$ cat src/rtl/video_timing_gen_if.sv
// Pixel stream carrying 24-bit RGB plus a start-of-frame tag, ready/valid handshake.
//   iDATA  : {R[23:16], G[15:8], B[7:0]}
//   iSOF   : first pixel of a frame
//   iVALID : iDATA/iSOF valid
//   oREADY : pixel consumed this cycle when iVALID && oREADY
interface video_timing_gen_if;
    logic [23:0] iDATA;
    logic        iSOF;
    logic        iVALID;
    logic        oREADY;

    modport master (output iDATA, iSOF, iVALID, input  oREADY);
    modport slave  (input  iDATA, iSOF, iVALID, output oREADY);
endinterface

$ cat src/rtl/video_timing_gen.sv
// Video timing generator and stream-to-raster adapter.
// Pulls RGB pixels from a ready/valid stream, places them on a programmable
// raster and drives RGB/HS/VS/DE towards the serializer. Tracks frame
// alignment against the SOF tag and reports underruns.
//   iCLK, iRESETn : pixel clock, asynchronous active-low reset
//   s_px          : pixel stream (slave side)
//   iCLR          : synchronous clear of the sticky status flags
//   oRED/oGRN/oBLU, oHS, oVS, oDE : registered video outputs (1 clock latency)
//   oUNDERRUN     : sticky, active pixel needed but none valid while running
//   oMISALIGN     : sticky, SOF tag and raster origin disagreed
module video_timing_gen #(
    parameter int          pH_ACTIVE    = 640,
    parameter int          pH_FP        = 16,
    parameter int          pH_SYNC      = 96,
    parameter int          pH_BP        = 48,
    parameter int          pV_ACTIVE    = 480,
    parameter int          pV_FP        = 10,
    parameter int          pV_SYNC      = 2,
    parameter int          pV_BP        = 33,
    parameter bit          pHS_POL      = 1'b0,
    parameter bit          pVS_POL      = 1'b0,
    parameter logic [23:0] pBLANK_COLOR = 24'h000000
) (
    input  logic                iCLK,
    input  logic                iRESETn,
    video_timing_gen_if.slave   s_px,
    input  logic                iCLR,
    output logic [7:0]          oRED,
    output logic [7:0]          oGRN,
    output logic [7:0]          oBLU,
    output logic                oHS,
    output logic                oVS,
    output logic                oDE,
    output logic                oUNDERRUN,
    output logic                oMISALIGN
);
    localparam int H_TOTAL = pH_ACTIVE + pH_FP + pH_SYNC + pH_BP;
    localparam int V_TOTAL = pV_ACTIVE + pV_FP + pV_SYNC + pV_BP;
    localparam int HW      = (H_TOTAL > 1) ? $clog2(H_TOTAL) : 1;
    localparam int VW      = (V_TOTAL > 1) ? $clog2(V_TOTAL) : 1;

    localparam logic [HW-1:0] H_ACT   = HW'(pH_ACTIVE);
    localparam logic [HW-1:0] H_LAST  = HW'(H_TOTAL - 1);
    localparam logic [HW-1:0] HS_BEG  = HW'(pH_ACTIVE + pH_FP);
    localparam logic [HW-1:0] HS_LAST = HW'(pH_ACTIVE + pH_FP + pH_SYNC - 1);
    localparam logic [VW-1:0] V_ACT   = VW'(pV_ACTIVE);
    localparam logic [VW-1:0] V_LAST  = VW'(V_TOTAL - 1);
    localparam logic [VW-1:0] VS_BEG  = VW'(pV_ACTIVE + pV_FP);
    localparam logic [VW-1:0] VS_LAST = VW'(pV_ACTIVE + pV_FP + pV_SYNC - 1);

    typedef enum logic {ST_SYNC = 1'b0, ST_RUN = 1'b1} state_t;

    state_t        state_q, state_d;
    logic [HW-1:0] h_q, h_d;
    logic [VW-1:0] v_q, v_d;
    logic          de_q, de_d;
    logic          hs_q, hs_d;
    logic          vs_q, vs_d;
    logic [23:0]   rgb_q, rgb_d;
    logic          und_q, und_d;
    logic          mis_q, mis_d;

    logic active, origin, sof_ok, take, und_set, mis_set;

    // Raster counters; V only advances on the H wrap, so VS is line-stable.
    always_comb begin
        h_d = h_q + HW'(1);
        v_d = v_q;
        if (h_q == H_LAST) begin
            h_d = '0;
            v_d = (v_q == V_LAST) ? '0 : v_q + VW'(1);
        end
    end

    assign active = (h_q < H_ACT) && (v_q < V_ACT);
    assign origin = (h_q == '0) && (v_q == '0);
    // The tag is correct exactly when it coincides with the raster origin.
    assign sof_ok = (s_px.iSOF == origin);

    always_comb begin
        state_d     = state_q;
        s_px.oREADY = 1'b0;
        take        = 1'b0;
        und_set     = 1'b0;
        mis_set     = 1'b0;
        case (state_q)
            ST_SYNC: begin
                // Drain untagged pixels anywhere; hold an SOF pixel until origin.
                s_px.oREADY = !s_px.iSOF || origin;
                if (origin && s_px.iVALID && s_px.iSOF) begin
                    take    = 1'b1;
                    state_d = ST_RUN;
                end
            end
            ST_RUN: begin
                if (active) begin
                    s_px.oREADY = sof_ok;
                    if (!s_px.iVALID) begin
                        // Pixel slips; the next origin check catches it.
                        und_set = 1'b1;
                    end else if (sof_ok) begin
                        take = 1'b1;
                    end else begin
                        mis_set = 1'b1;
                        state_d = ST_SYNC;
                    end
                end
            end
        endcase
    end

    always_comb begin
        de_d  = active;
        hs_d  = (h_q >= HS_BEG && h_q <= HS_LAST) ? pHS_POL : !pHS_POL;
        vs_d  = (v_q >= VS_BEG && v_q <= VS_LAST) ? pVS_POL : !pVS_POL;
        rgb_d = !active ? 24'h000000 : (take ? s_px.iDATA : pBLANK_COLOR);
        // A set in the same cycle as iCLR wins.
        und_d = und_set || (und_q && !iCLR);
        mis_d = mis_set || (mis_q && !iCLR);
    end

    always_ff @(posedge iCLK or negedge iRESETn) begin
        if (!iRESETn) begin
            state_q <= ST_SYNC;
            h_q     <= '0;
            v_q     <= '0;
            de_q    <= 1'b0;
            hs_q    <= !pHS_POL;
            vs_q    <= !pVS_POL;
            rgb_q   <= 24'h000000;
            und_q   <= 1'b0;
            mis_q   <= 1'b0;
        end else begin
            state_q <= state_d;
            h_q     <= h_d;
            v_q     <= v_d;
            de_q    <= de_d;
            hs_q    <= hs_d;
            vs_q    <= vs_d;
            rgb_q   <= rgb_d;
            und_q   <= und_d;
            mis_q   <= mis_d;
        end
    end

    assign oRED      = rgb_q[23:16];
    assign oGRN      = rgb_q[15:8];
    assign oBLU      = rgb_q[7:0];
    assign oDE       = de_q;
    assign oHS       = hs_q;
    assign oVS       = vs_q;
    assign oUNDERRUN = und_q;
    assign oMISALIGN = mis_q;
endmodule

$ cat src/flat_wrapper.sv
// flat-port wrapper written by rule: the top's interface ports become plain ports
module video_timing_gen_flat 
#(
    parameter int          pH_ACTIVE    = 640,
    parameter int          pH_FP        = 16,
    parameter int          pH_SYNC      = 96,
    parameter int          pH_BP        = 48,
    parameter int          pV_ACTIVE    = 480,
    parameter int          pV_FP        = 10,
    parameter int          pV_SYNC      = 2,
    parameter int          pV_BP        = 33,
    parameter bit          pHS_POL      = 1'b0,
    parameter bit          pVS_POL      = 1'b0,
    parameter logic [23:0] pBLANK_COLOR = 24'h000000
)
  (iCLK, iRESETn, iCLR, oRED, oGRN, oBLU, oHS, oVS, oDE, oUNDERRUN, oMISALIGN, s_px_iDATA, s_px_iSOF, s_px_iVALID, s_px_oREADY);
  video_timing_gen_if s_px_i ();
  input  logic iCLK;
  input  logic iRESETn;
  input  logic iCLR;
  output logic [7:0] oRED;
  output logic [7:0] oGRN;
  output logic [7:0] oBLU;
  output logic oHS;
  output logic oVS;
  output logic oDE;
  output logic oUNDERRUN;
  output logic oMISALIGN;
  input wire logic [$bits(s_px_i.iDATA)-1:0] s_px_iDATA;
  input wire logic [$bits(s_px_i.iSOF)-1:0] s_px_iSOF;
  input wire logic [$bits(s_px_i.iVALID)-1:0] s_px_iVALID;
  output wire logic [$bits(s_px_i.oREADY)-1:0] s_px_oREADY;
  assign s_px_i.iDATA = s_px_iDATA;
  assign s_px_i.iSOF = s_px_iSOF;
  assign s_px_i.iVALID = s_px_iVALID;
  assign s_px_oREADY = s_px_i.oREADY;
  video_timing_gen #(.pH_ACTIVE(pH_ACTIVE), .pH_FP(pH_FP), .pH_SYNC(pH_SYNC), .pH_BP(pH_BP), .pV_ACTIVE(pV_ACTIVE), .pV_FP(pV_FP), .pV_SYNC(pV_SYNC), .pV_BP(pV_BP), .pHS_POL(pHS_POL), .pVS_POL(pVS_POL), .pBLANK_COLOR(pBLANK_COLOR)) u_core (.iCLK(iCLK), .iRESETn(iRESETn), .s_px(s_px_i), .iCLR(iCLR), .oRED(oRED), .oGRN(oGRN), .oBLU(oBLU), .oHS(oHS), .oVS(oVS), .oDE(oDE), .oUNDERRUN(oUNDERRUN), .oMISALIGN(oMISALIGN));
endmodule
$ cat config.mk
export PLATFORM = sky130hd
export DESIGN_NAME = video_timing_gen_flat
export DESIGN_NICKNAME = d
export VERILOG_FILES = /design/src/rtl/video_timing_gen_if.sv /design/src/rtl/video_timing_gen.sv /design/src/flat_wrapper.sv
export SDC_FILE = /design/constraint.sdc
export NUM_CORES = 1
export LEC_CHECK = 0
export CAP_MARGIN = 20
export CORE_ASPECT_RATIO = 0.8
export CORE_MARGIN = 2
export CORE_UTILIZATION = 49
export DETAILED_ROUTE_END_ITERATION = 8
export PLACE_DENSITY_LB_ADDON = 0.05
export SLEW_MARGIN = 20
export SYNTH_ARGS = -nofsm -noshare
export SYNTH_HDL_FRONTEND = slang
export SYNTH_SLANG_ARGS = --single-unit
$ cat constraint.sdc
create_clock -name iCLK -period 3.15 [get_ports iCLK]
set_input_delay 0.63 -clock iCLK [delete_from_list [all_inputs] [get_ports iCLK]]
set_output_delay 0.63 -clock iCLK [all_outputs]
set_load 0.01 [all_outputs]
==> impl_metrics.toml, run 1 <==
# synthesis and place-and-route metrics
[layout]
drive_gt1_share_pct = 19.1
mostFrequentLayoutCells = "clkdlybuf4s50_1 (56), dfrtp_1 (48), nand2_1 (31)"
buf_share_pct = 20.5
clkbuf_count = 7
fill_cells = 367
largest_class = "sequential cells"
syn_to_final_growth_pct = 30.7
logic_gate_count = 144
inv_count = 8
comb_share_pct = 32.4
reg_top3 = "u_core.rgb_q x24, u_core.h_q x10, u_core.v_q x10"
fin_nets = 311
final-seq-area_um2 = 1250
largest_reg_flops = 24
comb_area_um2 = 1010
final_common_cell = "clkdlybuf4s50_1"
max_flop_register = "u_core.rgb_q"
clkCellAreaFrac_pct = 3.42
buffers = 67
diodes = 0

[drt]
first_pass_iters = 4
routed_wl_mm = 4.66
post-route-drc-count = 0
final_antenna_net_count = 0
drt_iter0_markers = 92
viasPerCell = 5.14
vias = 1732
wl_per_cell_um = 13.8

[logic_synthesis]
synth_cell_types = 46
yosys_cells = 213
avgSynthCellArea_um2 = 11.2
simple_gate_area_share_pct = 20.9
ys_ff = 50
synthArstFlopShare_pct = 100
synth-edff-count = 0
logic_family = "simple AND/OR/NAND/NOR gates"
mux_share_pct = 0.894
yosysWarnings = 0
top_area_cell = "dfrtp_1"
ys_area_um2 = 2380
netlist_instances = 213
ys_seq_share_pct = 52.7
area_leaders = "dfrtp_1 (50%), a21oi_2 (7.4%), nand2_1 (4.9%), ha_1 (3.2%), nand3_1 (2.9%)"
fp_nets = 248
adder_share_pct = 3.15
yosys_most_used_dff = "dfrtp_1"
yosysTopAreaCellShare_pct = 50.5
ys_sh_aoi_pct = 13.1
synthXorXnorAreaFrac_pct = 3.68
syn_area_um2 = 2380

[sta]
finalSetupTns_ps = 0
whs_ps = 357
hold_violations = 0
max_freq_mhz = 341
fin_skew_ps = 5.74
fin_crit_ps = 2930
slew_violations = 0
rsz0062_at_grt = "false"
worst_pin_slew_ps = 710
fin_crit_sh_pct = 93.0
finalSetupViolCount = 0
maxSlewHeadroom_pct = 52.5

[critical_path]
worst-setup-path-type = "reg2out"
rrSetupSlack_ps = 850
r2r_start = "u_core.v_q[0]"
worstSetupStartpoint = "u_core.v_q[0]"
crit_path_frequent_cell = "nand3_1"
start_kind = "flop"
cp.required_ps = 2520
arrival_ps = 2300
r2r_cells = 9
critPathMaxFanout = 4
cp_cell_sequence = "inv_2, ha_1, or4b_4, nor3_4, nand3_1, ha_4, nand3_1, o21ai_0, clkbuf_2"
max_stage_delay_ps = 490
crit_slowest_cell = "or4b_4"
end_kind = "output pin"
worstReg2RegEnd = "u_core.rgb_q[0]"
crit_end = "s_px_oREADY"

[clocking]
post_cts_resized = 1
numClockSinks = 50
cts_root_buffer = "clkbuf_8"
cts_max_level = 2
cts_tree = "built"
post_cts_buffers = 0
cts_buffer_depth = 2
clk_pin_slew_ps = 90
cts_hold_buf = 0

[pwr]
power_frac_comb_pct = 7.3
max-vdd-ir-drop_mv = 0.259
power.switching_mw = 0.244
internal_power_mw = 0.935
power_frac_seq_pct = 55.2
leakagePower_nw = 1.39
clkPwrFrac_pct = 37.5
p_per_area_nw_per_um2 = 379
swShare_pct = 20.7

[global_routing]
grt_use_met3_pct = 6.01
grt_util_met1_pct = 27.2
antenna_found_initial = 0
grt_pass1_vias = 1565
grt_pass1_wl_mm = 7.56
overflow = 0
grt_usage_pct = 18.5
grt_max_degree = 31
use_met2_pct = 26.1
grt_busiest_layer = "met1"

[floorplan]
die-height_um = 66.3
dieArea_um2 = 5430
n_tap_cell = 60
die_w_um = 81.9
rows = 22
initial_utilization_pct = 51.5
io-pin-count = 59

[placed_design]
gp_congestion = 0.830
io_buffers = 58
dp_hpwl_mm = 3.27

[hold_path]
hp-class = "in2async"

[job]
warning_count = 29
maxCapViolCount = 0

[run_status]
outcome = "completed"
==> run 1: logic make-up after synthesis <==
kind of cell | Yosys count
AND/OR/NAND/NOR | 84
flip-flops | 50
AND-OR/OR-AND | 42
buffers and inverters | 19
XOR/XNOR | 10
adder cells (fa/ha/maj) | 6
multiplexers | 2
==> run 1: metal layers <==
layer  wire length [um]  part of all wire (%)
met1               2300                    49
met4                 14                  0.30
met2               2050                    44
met3                291                   6.2
met5                  0                     0
==> run 1: power groups by stage <==
stage / logic, mW / registers, mW / clock network (mW)
final: 0.0859 / 0.651 / 0.442
after global routing: 0.0949 / 0.652 / 0.478
after CTS: 0.0871 / 0.651 / 0.453
after detailed placement: 0.0876 / 0.664 / 0
after global placement: 0.0873 / 0.664 / 0
after floorplan: 0.0207 / 0.666 / 0
==> run 1: worst max-delay path: cells and delay by family, from the launching register on <==
kind	cells	cell delay [ps]
AND/OR/NAND/NOR	4	830
adder cells (fa/ha/maj)	2	450
flip-flops	1	400
buffers and inverters	2	240
AND-OR/OR-AND	1	90
==> run 1: stage by stage <==
stage          area (um2)  total power [mW]  util, %  setup WS (ps)  std cells
2_1_floorplan        2380             0.687        -            602        213
3_3_place_gp         2990             0.751     64.6            115        328
3_5_place_dp         2990             0.751     64.6           88.5        328
4_1_cts              3090              1.19     66.9           19.3        336
5_1_grt              3110              1.23     67.3           88.2        337
6_report             3110              1.18     67.3            220        337
==> run 1: cells in the mapped netlist, types with 3 or more instances <==
cell	n
dfrtp_1	48
nand2_1	31
a21oi_2	20
nand3_1	14
a21oi_1	8
inv_1	8
nor2_1	8
ha_1	6
xnor2_1	6
o21ai_0	5
buf_6	4
xor2_1	4
and4_1	3
buf_2	3
nand4_1	3
o21a_1	3
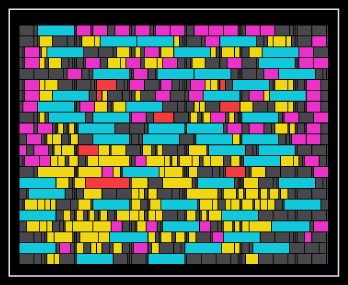
**Above:** run 1 (cell classes on the final placement).
(4 px per um) Fill, decap, tap and diode cells in gray.
all other logic -> yellow  # cells 152
other buffers and delay cells -> magenta  # cells 67
flip-flops -> cyan  # cells 50
clock drivers and dummy loads -> red  # cells 8
flop share of the area: 40.3%
core box area: 4620 um2
Non-Filler Cell Area, Final: 3110 um2

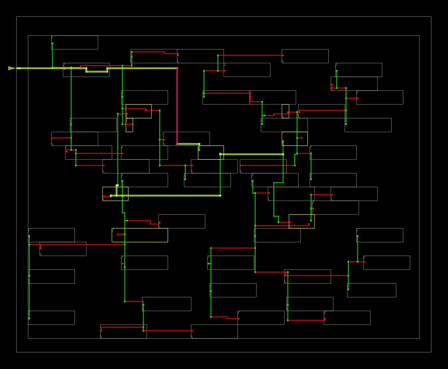
**Above:** run 1 (clock wiring as the flow saved it).
clock network power: 0.442 mW
Flops: 50
Late-Pin Clk Latency: 300 ps
Num CTS Buffers: 5

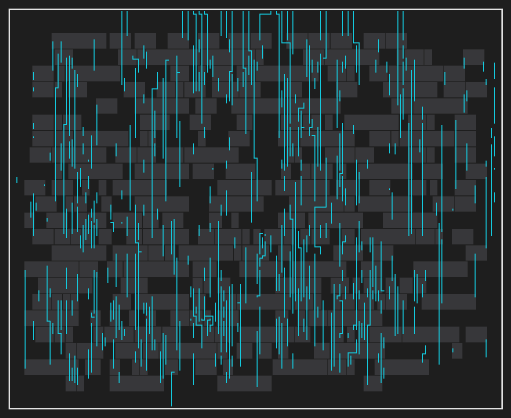
**Above:** run 1 (the metal 2 layer).
(6 px per um) Cells faint in the background.
wire length on this layer = 2050 um
longest straight run = 27.2 um
main direction = vertical

## Run 2: what changed since run 1
- CTS_BUF_LIST: not set -> sky130_fd_sc_hd__clkbuf_16
- TNS_END_PERCENT: not set -> 10
==> run 2 against run 1 <==
Area after synthesis stayed put; setup slack worse by 6.8 ps; core utilization is 1.1 points higher; clock skew is 2.9 ps lower; critical path type unchanged.
==> impl_metrics.toml, run 2 <==
# synthesis and place-and-route metrics
[run_status]
outcome = "completed"

[critical_path]
critPathMaxFanout = 4
start_kind = "flop"
crit_path_frequent_cell = "nand3_1"
worst-setup-path-type = "reg2out"
cp_cell_sequence = "inv_2, ha_1, or4b_4, nor3_4, nand3_1, ha_4, nand3_1, o21ai_0, clkbuf_2"
crit_slowest_cell = "or4b_4"
end_kind = "output pin"
max_stage_delay_ps = 490
arrival_ps = 2310
cp.required_ps = 2520

[drt]
post-route-drc-count = 0
wl_per_cell_um = 14.0
first_pass_iters = 4
met1_length_mm = 2.26
final_antenna_net_count = 0
wl_met2_mm = 2.12
viasPerCell = 5.14
highest_layer = "met4"
drt_iter0_markers = 101
met3_length_um = 321

[global_routing]
grt_busiest_layer = "met2"
grt_use_met3_pct = 7.65
grt_pass1_vias = 1591
grt_max_degree = 31
grt_util_met1_pct = 27.1
overflow = 0
grt_usage_pct = 19.2
antenna_found_initial = 0
grt_pass1_wl_mm = 7.72

[floorplan]
die-height_um = 66.3
core_um2 = 4620
die_w_um = 81.9
io-pin-count = 59
initial_utilization_pct = 51.5
rows = 22
dieArea_um2 = 5430

[logic_synthesis]
fp_nets = 248
synth-edff-count = 0
ys_area_um2 = 2380
yosysTopAreaCellShare_pct = 50.5
synth_cell_types = 46
yosysMostFrequentCell = "dfrtp_1"
syn_area_um2 = 2380
top_area_cell = "dfrtp_1"
synthArstFlopShare_pct = 100
yosysWarnings = 0
ys_ff = 50
ys_seq_share_pct = 52.7
netlist_instances = 213
yosys_most_used_dff = "dfrtp_1"
yosys_cells = 213
avgSynthCellArea_um2 = 11.2
common_cells = "dfrtp_1 (48), nand2_1 (31), a21oi_2 (20), nand3_1 (14)"
area_leaders = "dfrtp_1 (50%), a21oi_2 (7.4%), nand2_1 (4.9%), ha_1 (3.2%), nand3_1 (2.9%)"

[clocking]
numClockSinks = 50
cts_buffer_depth = 2
cts_hold_buf = 0
cts_tree = "built"
clk_latency_ps = 280
cts_max_level = 2
numCtsBuffers = 5
post_cts_resized = 1
cts_root_buffer = "clkbuf_16"
clk_pin_slew_ps = 60
post_cts_buffers = 0

[layout]
fill_cells = 359
reg_top3 = "u_core.rgb_q x24, u_core.h_q x10, u_core.v_q x10"
mostFrequentLayoutCells = "clkdlybuf4s50_1 (56), dfrtp_1 (48), nand2_1 (31)"
final_common_cell = "clkdlybuf4s50_1"
max_flop_register = "u_core.rgb_q"
largest_reg_flops = 24
fin_nets = 310
final_cells = 336
final_core_util_pct = 68.3
syn_to_final_growth_pct = 32.8
diodes = 0
drive_gt1_share_pct = 18.8

[pwr]
p_per_area_nw_per_um2 = 420
leakagePower_nw = 1.42
swShare_pct = 19.6
max-vdd-ir-drop_mv = 0.430
power_frac_comb_pct = 6.5
power.switching_mw = 0.260
clkPwrFrac_pct = 44.4
internal_power_mw = 1.07
power_frac_seq_pct = 49.1

[hold_path]
hp-class = "in2async"

[sta]
max_freq_mhz = 340
fin_skew_ps = 2.82
fin_crit_ps = 2940
setup_ws_ps = 213
fin_crit_sh_pct = 93.2
finalSetupViolCount = 0
slew_violations = 0
hold_violations = 0
whs_ps = 381
finalSetupTns_ps = 0
maxSlewHeadroom_pct = 52.6
worst_pin_slew_ps = 709
rsz0062_at_grt = "false"

[placed_design]
dp_hpwl_mm = 3.27
io_buffers = 58
gp_congestion = 0.830
dp_slack_ps = 88.5
placed_cells = 328

[job]
maxCapViolCount = 0
warning_count = 29
==> run 2: kinds of logic after synthesis <==
group	synth area share, %
buffers and inverters	5.52
AOI/OAI and AO/OA	13.1
xor gates and xnor gates	3.68
DFF	52.7
muxes	0.894
adders and majority gates	3.15
and+or+nand+nor	20.9
==> run 2: cell type report <==
type / count / area (um2) / share of cell area, %
well taps: 60 / 75.1 / 2.38
clock buffers: 5 / 125 / 3.96
flip-flops and latches: 50 / 1250 / 39.7
inverters: 8 / 30.0 / 0.950
clock inverters: 3 / 37.5 / 1.19
multi-input cells: 144 / 1010 / 31.9
repair buffers: 66 / 631 / 20.0
==> run 2: final timing paths <==
kind	from	depth (start not counted)	slack, ps	endpoint
hold / removal	iRESETn	1	380	u_core.h_q[4]
hold reg to reg	u_core.h_q[7]	1	520	u_core.h_q[7]
setup reg to reg	u_core.v_q[0]	9	810	u_core.rgb_q[1]
setup / recovery	u_core.v_q[0]	9	210	s_px_oREADY
max in group asynchronous	iRESETn	2	2040	u_core.rgb_q[5]
min in group iCLK	u_core.h_q[7]	1	520	u_core.h_q[7]
==> run 2: stage by stage <==
stage                     cell area (um2)  power [mW]
after global routing                 3160        1.38
after global placement               2990       0.751
after detailed placement             2990       0.751
final                                3160        1.33
after CTS                            3150        1.34
after floorplan                      2380       0.687
==> run 2: critical path: cells and delay by family, from the launching register on <==
kind                       cells  cell delay (ps)
AOI/OAI and AO/OA              1               80
DFF                            1              410
adders and majority gates      2              450
buffers and inverters          2              250
and+or+nand+nor                4              830
==> run 2: power groups by stage <==
stage	Clock [mW]	Combinational [mW]	Sequential [mW]
global placement	0	0.0873	0.664
floorplan	0	0.0207	0.666
detailed placement	0	0.0876	0.664
CTS	0.600	0.0872	0.652
finish	0.589	0.0859	0.652
global route	0.633	0.0949	0.652
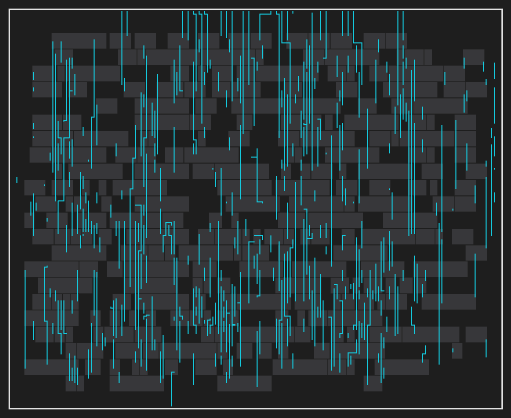
**Above:** run 2 (the metal 2 layer).
(6 px per um) Cells faint in the background.
nets with wire on the layer = 240
longest straight run = 27.2 um
wire length on this layer = 2120 um
Via Count: 1727
GR Util met2: 27.3%
final WL: 4.72 mm

## Run 3: what changed since run 2
- ABC_AREA: not set -> 1
- CORE_UTILIZATION: 49 -> 50
- MAX_ROUTING_LAYER: not set -> met4
==> run 3 against run 2 <==
Synthesized cell count is 15% higher; maximum frequency down 0.29%; first-iteration DRC count shrank 5.9%; global-route usage up 1.2 points; highest routed layer unchanged; routed wire length is 6.7% higher; largest cell class unchanged; area after synthesis rose by 5.2%.
==> impl_metrics.toml, run 3 <==
# synthesis and place-and-route metrics
[critical_path]
worstReg2RegEnd = "u_core.rgb_q[1]"
start_kind = "flop"
cp.required_ps = 2520
worst-setup-path-type = "reg2out"
r2r_cells = 10
critPathMaxFanout = 5
r2r_start = "u_core.v_q[0]"
rrSetupSlack_ps = 530
end_kind = "output pin"
crit_end = "s_px_oREADY"
worstSetupStartpoint = "u_core.v_q[0]"
arrival_ps = 2320

[floorplan]
die_w_um = 83.1
rows = 22
dieArea_um2 = 5590
initial_utilization_pct = 53.2
core_um2 = 4710
io-pin-count = 59
die-height_um = 67.3

[drt]
viasPerCell = 5.07
first_pass_iters = 4
routed_wl_mm = 5.03
wl_met2_mm = 2.35
post-route-drc-count = 0
vias = 1840
met3_length_um = 257
final_antenna_net_count = 0
highest_layer = "met4"
wl_per_cell_um = 13.9
drt_iter0_markers = 95
met1_length_mm = 2.36

[sta]
hold_violations = 0
fin_crit_sh_pct = 93.5
worst_pin_slew_ps = 637
finalSetupTns_ps = 0
rsz0062_at_grt = "false"
slew_violations = 0
fin_crit_ps = 2950
maxSlewHeadroom_pct = 57.5
max_freq_mhz = 339
finalSetupViolCount = 0

[pwr]
max-vdd-ir-drop_mv = 0.324
leakagePower_nw = 1.46
p_per_area_nw_per_um2 = 398

[logic_synthesis]
netlist_instances = 245
yosys_most_used_dff = "dfrtp_1"
ys_seq_share_pct = 50.1
avgSynthCellArea_um2 = 10.2
synthArstFlopShare_pct = 100
top_area_cell = "dfrtp_1"
yosysTopAreaCellShare_pct = 48.0
synth_cell_types = 32
fp_nets = 280
synth-edff-count = 0
yosys_cells = 245
yosysWarnings = 0
common_cells = "dfrtp_1 (48), nand2_1 (35), inv_1 (28), a21boi_2 (20), nor2_1 (20)"
syn_area_um2 = 2500
yosysMostFrequentCell = "dfrtp_1"
ys_ff = 50
area_leaders = "dfrtp_1 (48%), a21boi_2 (9.0%), nand2_1 (5.3%), inv_1 (4.2%), buf_6 (3.6%)"
ys_area_um2 = 2500

[clocking]
post_cts_resized = 1
numCtsBuffers = 5
cts_root_buffer = "clkbuf_16"
cts_max_level = 2
numClockSinks = 50
cts_hold_buf = 0
cts_tree = "built"
post_cts_buffers = 0
clk_pin_slew_ps = 60
cts_buffer_depth = 2

[global_routing]
grt_pass1_vias = 1753
overflow = 0
use_met2_pct = 31.4
grt_pass1_wl_mm = 8.62
grt_use_met3_pct = 5.38
grt_max_degree = 30
grt_busiest_layer = "met2"
grt_usage_pct = 20.4
grt_util_met1_pct = 26.7
antenna_found_initial = 0

[layout]
fin_nets = 337
final_common_cell = "clkdlybuf4s50_1"
largest_reg_flops = 24
final_core_util_pct = 68.6
fill_cells = 355
reg_top3 = "u_core.rgb_q x24, u_core.h_q x10, u_core.v_q x10"
diodes = 0
max_flop_register = "u_core.rgb_q"
mostFrequentLayoutCells = "clkdlybuf4s50_1 (56), dfrtp_1 (48), nand2_1 (35)"
drive_gt1_share_pct = 16.2
syn_to_final_growth_pct = 28.9

[job]
warning_count = 29

[placed_design]
dp_hpwl_mm = 3.64
gp_congestion = 0.862
io_buffers = 58

[hold_path]
hp-class = "in2async"

[run_status]
outcome = "completed"
run 3: cell types whose count changed in the layout (fill, tap and decap cells not counted), moves of 6 or more:
cell,delta
inv_1,+21
a21boi_2,+20
a21oi_2,-20
nor2_1,+12
buf_4,-7
nor2_4,+6
o21ai_0,+6
xnor2_1,-6
run 3: critical path: stages (launching register included):
cell and delay, ps:
dfrtp_1 430, inv_1 140, ha_1 200, inv_1 70, nor4_1 230, nand4_1 160
ha_1 330, nand2_1 70, o22ai_1 120, dlygate4sd2_1 290
run 3: kinds of logic (layout without fill, tap and decap cells):
kind of cell | count (synthesis) | after routing | share of synthesized area (%)
AND/OR/NAND/NOR | 98 | 98 | 21.2
XOR/XNOR | 7 | 7 | 2.45
adder cells (fa/ha/maj) | 6 | 6 | 3.00
flip-flops | 50 | 50 | 50.1
AND-OR/OR-AND | 45 | 45 | 15.0
buffers and inverters | 39 | 97 | 8.30
run 3: report_power, final:
part | switching, mW | leakage (nW) | internal [mW] | total [mW]
Combinational | 0.0197 | 0.699 | 0.0376 | 0.0573
Sequential | 0.0000000479 | 0.672 | 0.642 | 0.642
Clock | 0.216 | 0.0864 | 0.369 | 0.585
run 3: cell type report:
type	count	area (um2)	share of cell area, %
Clock buffer	5	125	3.88
Multi-Input combinational cell	156	1040	32.3
Inverter	30	113	3.49
Clock inverter	3	37.5	1.16
Timing Repair Buffer	59	582	18.0
Tap cell	60	75.1	2.33
Sequential cell	50	1250	38.9
run 3: metrics by stage:
step	setup slack (ps)	hold WS [ps]	power (mW)	instance area [um2]	cells
CTS	179	388	1.30	3230	363
global placement	343	475	0.712	3070	355
floorplan	906	334	0.663	2500	245
global route	14.9	407	1.34	3230	363
finish	204	362	1.28	3230	363
detailed placement	226	491	0.713	3070	355
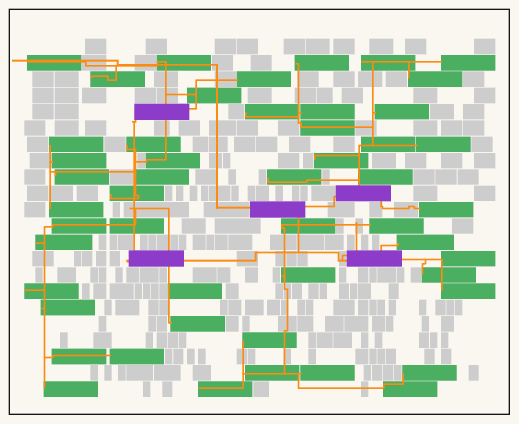
**Above:** run 3 (clock wires, drivers and flops).
(6 px per um)
cells driving clock nets -> purple  # count 5
clock wires -> orange  # length 587 um
flip-flops -> green  # count 50
routed clock nets = 6
flops lie = all over the die
Clock Skew: 7.65 ps
clock share of power: 45.6%
clock network power: 0.585 mW
Late-Pin Clk Latency: 280 ps

Power and IR drop assume default switching activity.
